===== config.mk =====
export PLATFORM = sky130hd
export DESIGN_NAME = ram_ctrl
export DESIGN_NICKNAME = d
export VERILOG_FILES = /design/src/rtl/ram_ctrl.sv
export SDC_FILE = /design/constraint.sdc
export NUM_CORES = 1
export LEC_CHECK = 0
export CAP_MARGIN = 20
export CORE_MARGIN = 2
export CORE_UTILIZATION = 44
export DETAILED_ROUTE_END_ITERATION = 12
export GPL_TIMING_DRIVEN = 0
export PLACE_DENSITY = 0.85
export SYNTH_ARGS = -nofsm -noshare
export SYNTH_HDL_FRONTEND = slang
export SYNTH_SLANG_ARGS = --single-unit

===== constraint.sdc =====
create_clock -name clk -period 2.3 [get_ports clk]
set_input_delay 0.23 -clock clk [delete_from_list [all_inputs] [get_ports clk]]
set_output_delay 0.23 -clock clk [all_outputs]
set_load 0.02 [all_outputs]

===== src/rtl/ram_ctrl.sv =====
// ram_ctrl: valid/ready command front end for ram_sp with a 3-entry read response FIFO.
// Define RAM_CTRL_INIT_EN to zero every RAM word after each reset before accepting commands.
module ram_ctrl #(
    parameter int WIDTH = 8,
    parameter int DEPTH = 256,
    localparam int AW = $clog2(DEPTH)
) (
    input  logic             clk,
    input  logic             rst_n,
    input  logic             req_valid,
    output logic             req_ready,
    input  logic             req_we,
    input  logic [AW-1:0]    req_addr,
    input  logic [WIDTH-1:0] req_wdata,
    output logic             rsp_valid,
    input  logic             rsp_ready,
    output logic [WIDTH-1:0] rsp_rdata,
    output logic             init_done,
    output logic             ram_cen,
    output logic             ram_wen,
    output logic [AW-1:0]    ram_addr,
    output logic [WIDTH-1:0] ram_din,
    input  logic [WIDTH-1:0] ram_dout
);

    logic             run;
    logic             init_active;
    logic [AW-1:0]    init_addr;
    logic             fire;
    logic             rd_pending;
    logic             push;
    logic             pop;
    logic [1:0]       count;
    logic [1:0]       wr_ptr;
    logic [1:0]       rd_ptr;
    logic [2:0]       occupancy;
    logic [WIDTH-1:0] fifo_mem [3];

`ifdef RAM_CTRL_INIT_EN
    typedef enum logic {ST_INIT, ST_RUN} state_t;

    state_t        state;
    state_t        state_next;
    logic [AW-1:0] init_cnt;

    always_ff @(posedge clk or negedge rst_n) begin
        if (!rst_n) begin
            state    <= ST_INIT;
            init_cnt <= '0;
        end else begin
            state <= state_next;
            if (state == ST_INIT) begin
                init_cnt <= init_cnt + AW'(1);
            end
        end
    end

    // INIT drive is gated by rst_n so the RAM pins stay idle while reset is held.
    always_comb begin
        state_next  = state;
        run         = 1'b0;
        init_active = 1'b0;
        case (state)
            ST_INIT: begin
                init_active = rst_n;
                if (init_cnt == AW'(DEPTH - 1)) begin
                    state_next = ST_RUN;
                end
            end
            ST_RUN: begin
                run = 1'b1;
            end
            default: begin
                state_next = ST_INIT;
            end
        endcase
    end

    assign init_addr = init_cnt;
    assign init_done = run;
`else
    assign run         = rst_n;
    assign init_active = 1'b0;
    assign init_addr   = '0;
    assign init_done   = rst_n;
`endif

    // Gating counts the read still in the RAM pipe so a push never meets a full FIFO.
    assign occupancy = {1'b0, count} + {2'b00, rd_pending};
    assign req_ready = run && (occupancy < 3'd3);
    assign fire      = req_valid && req_ready;
    assign push      = rd_pending;
    assign rsp_valid = (count != 2'd0);
    assign pop       = rsp_valid && rsp_ready;
    assign rsp_rdata = fifo_mem[rd_ptr];

    always_comb begin
        ram_cen  = 1'b1;
        ram_wen  = 1'b1;
        ram_addr = '0;
        ram_din  = '0;
        if (init_active) begin
            ram_cen  = 1'b0;
            ram_wen  = 1'b0;
            ram_addr = init_addr;
        end else if (fire) begin
            ram_cen  = 1'b0;
            ram_wen  = !req_we;
            ram_addr = req_addr;
            ram_din  = req_wdata;
        end
    end

    always_ff @(posedge clk or negedge rst_n) begin
        if (!rst_n) begin
            rd_pending <= 1'b0;
            count      <= 2'd0;
            wr_ptr     <= 2'd0;
            rd_ptr     <= 2'd0;
            for (int i = 0; i < 3; i++) begin
                fifo_mem[i] <= '0;
            end
        end else begin
            rd_pending <= fire && !req_we;
            if (push) begin
                fifo_mem[wr_ptr] <= ram_dout;
                wr_ptr           <= (wr_ptr == 2'd2) ? 2'd0 : wr_ptr + 2'd1;
            end
            if (pop) begin
                rd_ptr <= (rd_ptr == 2'd2) ? 2'd0 : rd_ptr + 2'd1;
            end
            case ({push, pop})
                2'b10:   count <= count + 2'd1;
                2'b01:   count <= count - 2'd1;
                default: count <= count;
            endcase
        end
    end

endmodule

Routing congestion map:
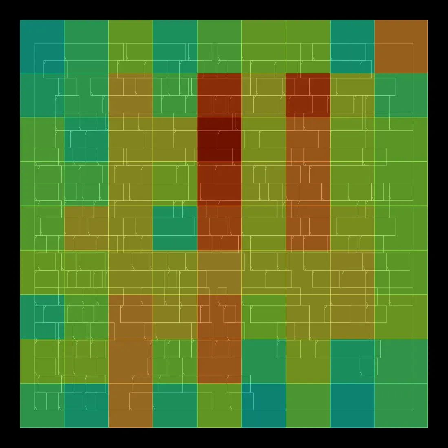
GR peak layer: met2
GR Util met3: 0.0679
final core utilization: 0.700
met2 Track Usage GR: 0.353

==> job_summary.md <==
## Synthesis and layout report

| Metric | Value |
|---|---|
| Worst hold-check path type | in -> async |
| First DRT Iteration DRCs | 47 |
| CTS Sinks | 31 |
| Root Buffer | clkbuf_4 |
| CP Class | reg -> out |
| CP max FO | 6 |
| Max-slew violations | 0 |
| Static leakage | 0.00109 uW |
| FP Util | 0.462 |
| RePlAce Congestion | roughly 0.72 |
| DR WL/cell | 14.6 um |
| Worst setup SP type | register |
| Die width | 63.5 um |
| Relative slew slack | 0.466 |
| Synthesized area per cell | ~12 um2 |
| Clk Latency, worst-skew pair | 0.34 ns |
| Worst R2R Path Depth | 5 |
| DRC viols | 0 |
| Distinct lib cells | 27 |
| Yosys Instances | around 130 |
| Worst r2r src | push$_DFF_PN0_ |
| CP arrival | approximately 2 ns |
| Post-Syn Area | 1560 um2 |
| Vias per inst | approximately 5.1 |
| FMAX | between 400 and 500 MHz |
| Max-area cell share | 0.499 |
| Endpoints failing hold | 0 |
| Dpl ws | -0.822 ns |
| Gr usage total | 0.203 |
| Final tally of setup violations | 0 |
| ANT cells | 0 |
| Chip area | roughly 4000 um2 |
| DR vias | 1249 |
| Yosys synthesis chip area | 1560 um2 |
| CTS tree | yes |
| FFs w/ async S/R, synth | 1.00 |
| Vias in the first global route | 1352 |
| ANT nets after route | 0 |
| # IOs | 58 |
| Hold_ws | a little under 0.08 ns |
| Synth top cell by count | dfrtp_1 |
| Worst Setup End Kind | output port |
| Slew @ Worst Pin | roughly 0.80 ns |
| Post-synth top area cell | dfrtp_1 |
| P per Cell Area | 1200 nW/um2 |
| # nets final | 232 |
| Worst Setup Slack, final | 0.0702 ns |
| Clock buffer depth | 2 |
| Layout cell share with drive strength beyond 1 | 0.323 |
| Core ar. | 3360 um2 |
| Post-synth seq share | 0.499 |
| Total grt overflow | 0 |
| Count of library flops with an enable pin | 0 |
| Run status | complete, no violations |
| DR pass1 iterations | 4 |
| Final period util | 0.969 |
| First-pass GRT wire length | between 6 and 7 mm |
| Port bufs | about 57 |
| Fin crit period | 2.23 ns |
| RR Endpoint | fifo_mem[17]$_DFFE_PN0P_ |
| Net Count, Synth | 161 |
| OpenROAD warning count | 26 |
| Site Rows | 21 |
| Synthesis warning total | 0 |
| Reg2reg setup slack | 0.54 ns |
| Synth Flop Type | dfrtp_1 |
| Setup TNS | 0 ns |
| DRT Wirelength | 3.60 mm |
| # Max-Cap Violations | 0 |
| Largest net degree at the start of global routing | 25 |
| Die Ht | about 63 um |
| Clk_skew | slightly below 0.007 ns |
| Worst-path clk slew | 0.09 ns |
| Clock buffer count from CTS | 5 |
| Required time worst endpoint | approximately 2.1 ns |
| Layout Area Growth over Synthesis | 51.3% |
| Top cells by count | dfrtp_1 (31), mux2_2 (17), and2_1 (16) |
| Gate count of the mapped netlist | 129 |
| Ranking of synthesized cells by area | dfrtp_1 (50%), mux2_2 (12%), mux2_4 (7.7%) |
| Worst-case vdd ir drop | 574 uV |
| #FFs+latches synth | 31 |
| CTS H-tree depth | 2 |
| Initial antenna violation count | 0 |
| HPWL after DPL | 2.47 mm |
The metal 1 layer:
Bar = 20 um.
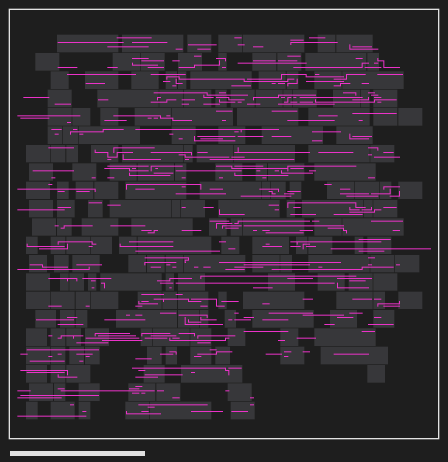
wire length on this layer: 1400 um
nets with wire on the layer: 194
main direction: horizontal
share of all routed wire: 39%
longest straight run: 23.5 um

[worst max-delay path, stage by stage, from the launching register on]
cell	delay [ns]
dfrtp_1	0.40
ha_2	0.20
ha_4	0.26
nand2_2	0.06
and4b_2	0.28
clkbuf_16	0.17
and2_1	0.15
buf_4	0.15
[sequential cells by signal, summed over array words and instances (netlist names)]
register	cells
wr_ptr	2
rd_ptr	2
push	1
count	2
fifo_mem	24
[what timing repair did]
item / CTS / global route
hold buffers: 2 / 0
hold endpoints to repair: 9 / 0
resized: 53 / 20
pin swaps: 1 / 1
endpoints found under the setup margin: 19 / 27
buffers inserted: 2 / 1
cloned: 1 / 1
[per-layer routing]
metal	routed length, um	part of all wire	global-route usage	vias up
li1	-	-	-	583
met1	1400	0.39	0.229	602
met2	1870	0.52	0.353	57
met3	262	0.073	0.0679	7
met4	70	0.019	0.0815	0
met5	0	0	0	-
[logic make-up after synthesis]
group           count (synthesis)  share of synthesized area
buf+inv                        11                     0.0346
compound gates                 12                     0.0418
simple gates                   36                      0.132
xor+xnor                        3                     0.0169
fa+ha+maj                       3                     0.0241
mux                            33                      0.252
flops                          31                      0.499
[through the flow]
step | utilization | power, uW | area, um2 | std cells
2_1_floorplan | - | 1790 | 1560 | 129
3_5_place_dp | 0.657 | 2330 | 2210 | 233
6_report | 0.700 | 2820 | 2350 | 247
3_3_place_gp | 0.649 | 2260 | 2180 | 232
5_1_grt | 0.700 | 3020 | 2350 | 247
4_1_cts | 0.683 | 2790 | 2300 | 245
[cells in the final DEF (no fill, tap or decap), drive strengths merged, types with 3 or more instances in the layout]
master	count
inv	4
mux2i	8
o21ai	10
clkbuf	13
buf	17
dlygate4sd2	5
dfrtp	31
and2	16
clkdlybuf4s50	38
nand2	10
mux2	25
ha	3
[area by class of cell]
cell class              count  area [um2]
fillers                   275        1010
flip-flops and latches     31         776
multi-input cells          88         757
repair buffers             64         614
well taps                  46        57.6
clock buffers               6        51.3
plain buffers               6        47.5
clock inverters             2        35.0
inverters                   4        15.0
[power by group]
group	switching (uW)	internal, uW	leakage [uW]
combinational	632	770	0.000673
clock	191	257	0.0000482
sequential	159	812	0.000371
total	983	1840	0.00109
[worst max path at each step]
| stage | from | to | cells after the start |
|---|---|---|---|
| floorplan | count[0]$_DFFE_PN0P_ | ram_addr[0] | 7 |
| global placement | rst_n | ram_addr[0] | 6 |
| detailed placement | rst_n | ram_din[2] | 7 |
| CTS | push$_DFF_PN0_ | ram_addr[4] | 6 |
| global route | push$_DFF_PN0_ | ram_din[4] | 7 |
| finish | push$_DFF_PN0_ | ram_din[4] | 7 |
Power figures rest on the tool's default switching activity, not on a simulated workload.
